==> config.mk <==
export PLATFORM = sky130hd
export DESIGN_NAME = game_ctrl_fsm
export DESIGN_NICKNAME = d
export VERILOG_FILES = /design/src/rtl/game_pkg.sv /design/src/rtl/hold_timer.sv /design/src/rtl/game_ctrl_fsm.sv
export SDC_FILE = /design/constraint.sdc
export NUM_CORES = 1
export LEC_CHECK = 0
export CORE_AREA = 2 2 62 64
export CTS_CLUSTER_DIAMETER = 60
export DETAILED_ROUTE_END_ITERATION = 10
export DIE_AREA = 0 0 64 66
export GPL_TIMING_DRIVEN = 0
export PLACE_DENSITY_LB_ADDON = 0.08
export RECOVER_POWER = 100
export REMOVE_ABC_BUFFERS = 1
export SYNTH_ARGS = -nofsm -noshare
export SYNTH_HDL_FRONTEND = slang
export SYNTH_HIERARCHICAL = 1
export SYNTH_SLANG_ARGS = --single-unit
==> constraint.sdc <==
create_clock -name clk -period 2.7 [get_ports clk]
set_input_delay 0.54 -clock clk [delete_from_list [all_inputs] [get_ports clk]]
set_output_delay 0.54 -clock clk [all_outputs]
set_load 0.05 [all_outputs]
placement_by_type.png
Scale bar: 20 µm. Fill, decap, tap and diode cells in gray.
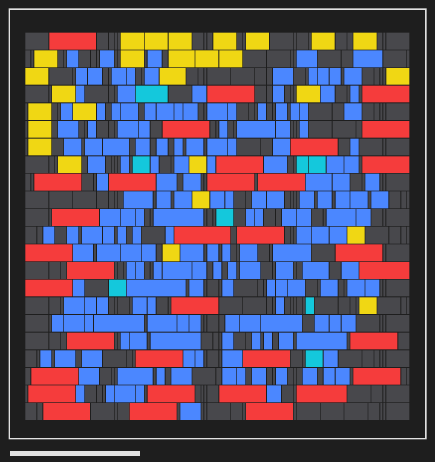
| color | class | cells | share of their area |
|---|---|---|---|
| cyan | clock drivers and dummy loads | 8 | 2.7% |
| red | sequential cells | 34 | 30% |
| blue | combinational and other logic | 182 | 55% |
| yellow | remaining buffers and delay cells | 27 | 12% |
core area: 0.00355 mm²
final core utilization: 65.3%
design area: 0.00232 mm²
Seq/total area: 29.6%

layer_met1.png
Supply wires on this layer in gray.
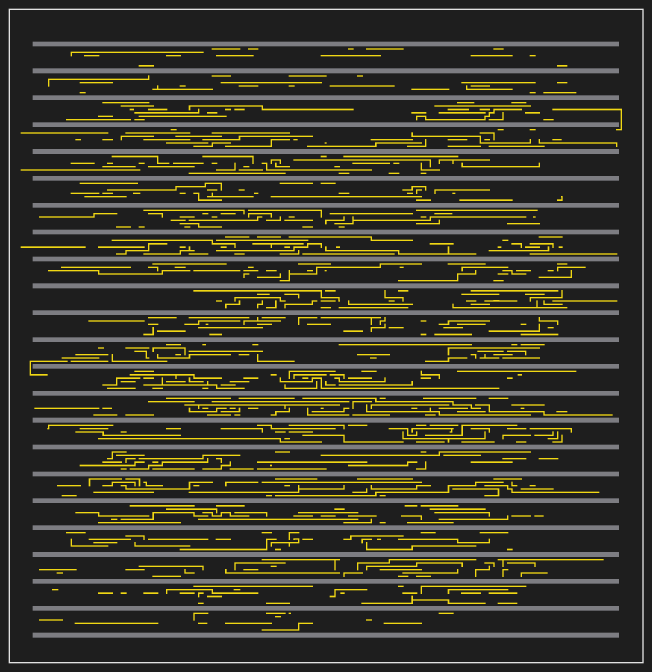
wire length on this layer: 2230 µm
nets with wire on the layer: 240
longest straight run: 18.4 µm
M1 GR Usage: 31.4%
final WL: 4560 µm
via count of the routed design: 1812

==> run summary <==
run metrics: Routed met3 length ~160 µm, drt wl/cell 15.3 µm, largest net degree at the start of global routing 28, failing checks negative setup slack, Worst Path Max Fanout 5, grt met2 use 36.7%, Top cell area share 36.0%, Comb pwr share between 15 and 20%, Post-DP Area roughly 0.0021 mm², grt met3 use 4.43%, Setup WS pre-CTS -0.869 ns, clk root buf clkbuf_4, H-tree depth 2, Final Wtd Congestion 0.801, Pwr top registers, FP Core Util 53.2%, Yosys top cell by area dfxtp_1, Final setup viols 2, worst setup margin -0.0107 ns, count leader, synth dfxtp_1, mapped cell area 0.00189 mm², GRT Residual Overflow 0, num rows 22, flops & latches, synth 34, peak per-stage delay on the critical path 0.53 ns, crit-path leading delay family simple AND/OR/NAND/NOR gates, # Post-CTS Setup Buffers 4, CP startpoint kind register, CTS Buf Count 5, global-route wire length before repair 7740 µm, PD cells 435 mW/mm², Clk pin slew, worst setup/hold paths 0.11 ns, Worst Skew 0.0153 ns, status finished with violations, count of library flops with an enable pin 0, gr busiest metal met2, RSZ-0062 raised after global routing true
final cells by class:
class | instances | area, µm²
Fill cell | 319 | 1230
Timing Repair Buffer | 27 | 260
Clock inverter | 1 | 5.00
Tap cell | 48 | 60.1
Inverter | 10 | 41.3
Sequential cell | 34 | 687
Clock buffer | 7 | 55.1
Multi-Input combinational cell | 172 | 1210
cells by family (layout without fill, tap and decap cells):
| family | after synthesis | count (layout) | share of synthesized area (%) |
|---|---|---|---|
| compound gates | 53 | 53 | 18.7 |
| xor+xnor | 13 | 13 | 6.03 |
| fa+ha+maj | 3 | 3 | 1.99 |
| buf+inv | 19 | 45 | 4.44 |
| flops | 34 | 34 | 36.0 |
| mux | 1 | 1 | 0.530 |
| simple gates | 102 | 102 | 32.3 |
Power is estimated from default activity; no workload was simulated.
